===== src/rtl/sa_2d.sv =====
// sa_2d: output-stationary HPE x VPE systolic array of unsigned multiply-accumulate PEs.
//
// Row operands enter at the left edge and shift one column right per clock; column operands
// enter at the top edge and shift one row down per clock. Every PE accumulates the product of
// the operands passing through it into a private 2*WIDTH-bit accumulator that wraps on overflow.
// The caller is responsible for skewing lanes when a matrix product is wanted.
//
// Parameters:
//   HPE   - number of rows (A lanes)
//   VPE   - number of columns (B lanes)
//   WIDTH - operand width; accumulators are 2*WIDTH bits
// Ports:
//   AA  - HPE packed row operands, lane r at AA[r*WIDTH +: WIDTH]
//   BB  - VPE packed column operands, lane c at BB[c*WIDTH +: WIDTH]
//   CLK - clock, rising edge active
//   RST - asynchronous active-low reset, clears all state
//   Y   - all accumulators; PE(0,0) in the MSBs, PE(HPE-1,VPE-1) in the LSBs
module sa_2d #(
  parameter int unsigned HPE   = 4,
  parameter int unsigned VPE   = 4,
  parameter int unsigned WIDTH = 8
) (
  input  logic [WIDTH*HPE-1:0]       AA,
  input  logic [WIDTH*VPE-1:0]       BB,
  input  logic                       CLK,
  input  logic                       RST,
  output logic [2*WIDTH*HPE*VPE-1:0] Y
);

  localparam int unsigned N    = HPE * VPE;
  localparam int unsigned AccW = 2 * WIDTH;

  // Operand seen by each PE this cycle: an edge lane or the neighbour's forwarded register.
  logic [WIDTH-1:0] w_a_in [HPE][VPE];
  logic [WIDTH-1:0] w_b_in [HPE][VPE];

  for (genvar r = 0; r < HPE; r++) begin : g_row
    for (genvar c = 0; c < VPE; c++) begin : g_col
      localparam int unsigned K = r * VPE + c;

      logic [AccW-1:0] r_acc;
      logic [AccW-1:0] w_prod;

      // Zero-extend both operands so the product is formed at full accumulator width.
      assign w_prod = {{WIDTH{1'b0}}, w_a_in[r][c]} * {{WIDTH{1'b0}}, w_b_in[r][c]};

      always_ff @(posedge CLK or negedge RST) begin
        if (!RST) begin
          r_acc <= '0;
        end else begin
          r_acc <= r_acc + w_prod;
        end
      end

      assign Y[(N-K-1)*AccW +: AccW] = r_acc;

      if (c == 0) begin : g_a_edge
        assign w_a_in[r][0] = AA[r*WIDTH +: WIDTH];
      end

      if (r == 0) begin : g_b_edge
        assign w_b_in[0][c] = BB[c*WIDTH +: WIDTH];
      end

      // The last column's a_reg and last row's b_reg feed nothing observable, so they are
      // only built where a neighbour consumes them.
      if (c < VPE - 1) begin : g_a_fwd
        logic [WIDTH-1:0] r_a;
        always_ff @(posedge CLK or negedge RST) begin
          if (!RST) begin
            r_a <= '0;
          end else begin
            r_a <= w_a_in[r][c];
          end
        end
        assign w_a_in[r][c+1] = r_a;
      end

      if (r < HPE - 1) begin : g_b_fwd
        logic [WIDTH-1:0] r_b;
        always_ff @(posedge CLK or negedge RST) begin
          if (!RST) begin
            r_b <= '0;
          end else begin
            r_b <= w_b_in[r][c];
          end
        end
        assign w_b_in[r+1][c] = r_b;
      end
    end
  end

endmodule


===== config.mk =====
export PLATFORM = sky130hd
export DESIGN_NAME = sa_2d
export DESIGN_NICKNAME = d
export VERILOG_FILES = /design/src/rtl/sa_2d.sv
export SDC_FILE = /design/constraint.sdc
export NUM_CORES = 2
export LEC_CHECK = 0
export CAP_MARGIN = 0
export CORE_AREA = 2 2 380 382
export CTS_CLUSTER_DIAMETER = 200
export CTS_CLUSTER_SIZE = 8
export DETAILED_ROUTE_END_ITERATION = 6
export DIE_AREA = 0 0 382 384
export SLEW_MARGIN = 5
export SYNTH_ARGS = -nofsm -noshare
export SYNTH_HDL_FRONTEND = slang
export SYNTH_SLANG_ARGS = --single-unit

===== constraint.sdc =====
create_clock -name CLK -period 5.3 [get_ports CLK]
set_input_delay 1.06 -clock CLK [delete_from_list [all_inputs] [get_ports CLK]]
set_output_delay 1.06 -clock CLK [all_outputs]
set_load 0.1 [all_outputs]

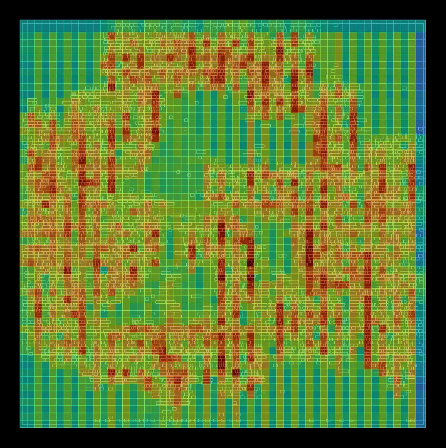
Fig. 1. Routing congestion map.
Routed WL per cell: 16.6 microns
total track usage: 18.4%

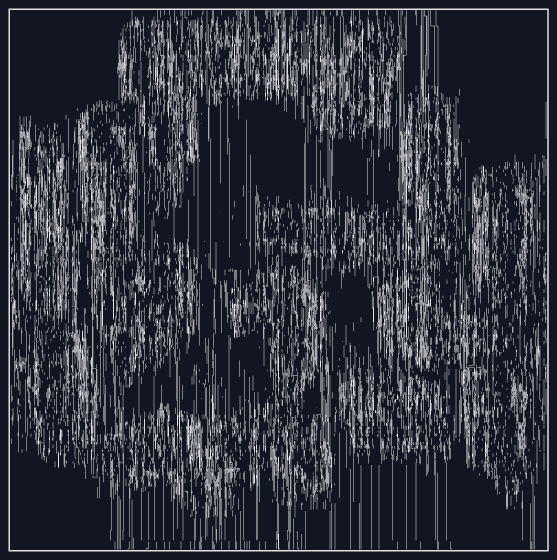
Fig. 2. The metal 2 layer.
longest straight run: 135 microns
nets with wire on the layer: 6206
wire length on this layer: 61.9 mm
DR vias: 35.6k
met2 global-route usage: 31.2%
total routed wirelength: 129 mm

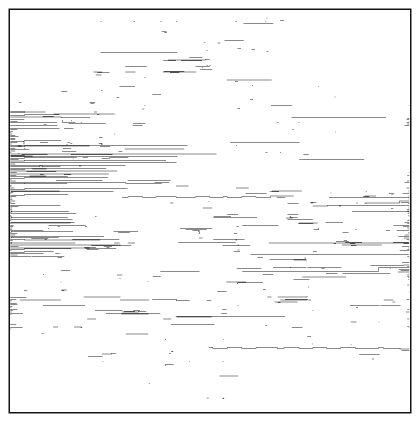
Fig. 3. M3 wires.
main direction: horizontal
wire length on this layer: 8570 microns

==> reports/results.tsv <==
metric	value	unit
CTS HTree Levels	2	
hpwl dp	108	mm
Die X	382	microns
Repair and plain buffers	542	
Core ar.	143000	sq um
filler cell count	14000	
EDFF count, synth	0	
fin crit period	5.08	ns
measured slew at the worst slew-check pin	1.20	ns
flops out of synthesis	448	
met2 routed WL	61.9	mm
Non-clk invs	1565	
Final Hold Viols	0	
Startpoint Class	input port	
placed inst area	58100	sq um
Worst Skew	0.0519	ns
drt pass-1 iters	5	
GRT Residual Overflow	0	
Remaining DRCs	0	
dominant kind of combinational cell	adder cells	
Routed Antenna Nets	0	
fin crit share	95.8	%
GRT met3 Usage	4.73	%
Mapped Area	50900	sq um
Synth area leader	fa_1	
RSZ-0062 raised after global routing	no	
area occupied by registers	11200	sq um
Adder Share, Synth	45.2	%
Setup crit end kind	register	
Post-Synth AOI/OAI Area	5.45	%
top_reg_cell synth	dfrtp_1	
Met3 Routed Length	8.57	mm
fin nets	7304	
pin count of the biggest net entering global routing	95	
status	finished clean	
Setup Crit Path Kind	input port to register	
area fraction in mux cells	0.0418	%
Setup Slack @ Placement	-0.470	ns
# diodes	2	
Seq share, synth	22.0	%
GRT Max-Usage Layer	met2	
YS chip area	50900	sq um
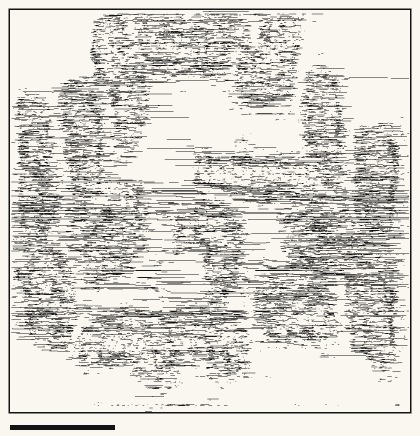
Fig. 4. The metal 1 layer.
Scale bar: 100 microns.
nets with wire on the layer: 6774
wire length on this layer: 54.3 mm
longest straight run: 158 microns
share of all routed wire: 42%
main direction: horizontal

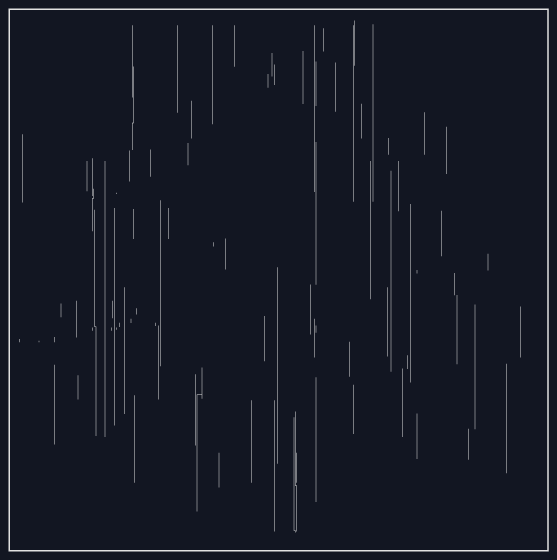
Fig. 5. Signal wires on met4.
wire length on this layer: 4070 microns
nets with wire on the layer: 57

[metrics by stage]
stage / setup TNS, ns / util, %
6_report: 0 / 41.8
2_1_floorplan: 0 / -
3_3_place_gp: -6.85 / 40.7
3_5_place_dp: -8.52 / 40.7
5_1_grt: 0 / 41.8
4_1_cts: 0 / 41.8
[state kept, by name, indices dropped and copies added (netlist names)]
name and count:
g_row.g_col.g_a_fwd.r_a 96, g_row.g_col.g_b_fwd.r_b 96, g_row.g_col.r_acc 256
[cells in the final DEF, fill, tap and decap left out, drive strengths merged, types with 7 or more instances in the layout]
cell type / Yosys / layout
a211oi: 35 / 35
nand4: 7 / 7
nor3: 22 / 22
inv: 1565 / 1567
o21ai: 103 / 103
and2: 510 / 510
dfrtp: 448 / 448
nor2: 109 / 109
a22oi: 8 / 8
ha: 560 / 560
clkbuf: 22 / 61
clkdlybuf4s50: 0 / 302
a21oi: 110 / 110
and3: 13 / 13
a211o: 8 / 8
buf: 0 / 240
o21a: 35 / 35
o31a: 14 / 14
a31oi: 14 / 14
nand2b: 18 / 18
nor4: 7 / 7
nand2: 561 / 561
nor2b: 18 / 18
o21bai: 20 / 20
a21o: 38 / 38
xor2: 49 / 49
xnor2: 130 / 130
fa: 800 / 800
[path summary, 6_finish.rpt]
path                                             startpoint                          end  cells after the start
min                                                     RST   g_row[2].g_col[3].r_acc[4]                      1
max reg2reg                g_row[3].g_col[0].g_a_fwd.r_a[6]  g_row[3].g_col[1].r_acc[14]                     14
min reg2reg                      g_row[1].g_col[2].r_acc[0]   g_row[1].g_col[2].r_acc[0]                      1
min in group CLK                 g_row[1].g_col[2].r_acc[0]   g_row[1].g_col[2].r_acc[0]                      1
max in group asynchronous                               RST  g_row[0].g_col[0].r_acc[11]                      2
max                                                  AA[22]  g_row[2].g_col[0].r_acc[14]                     16
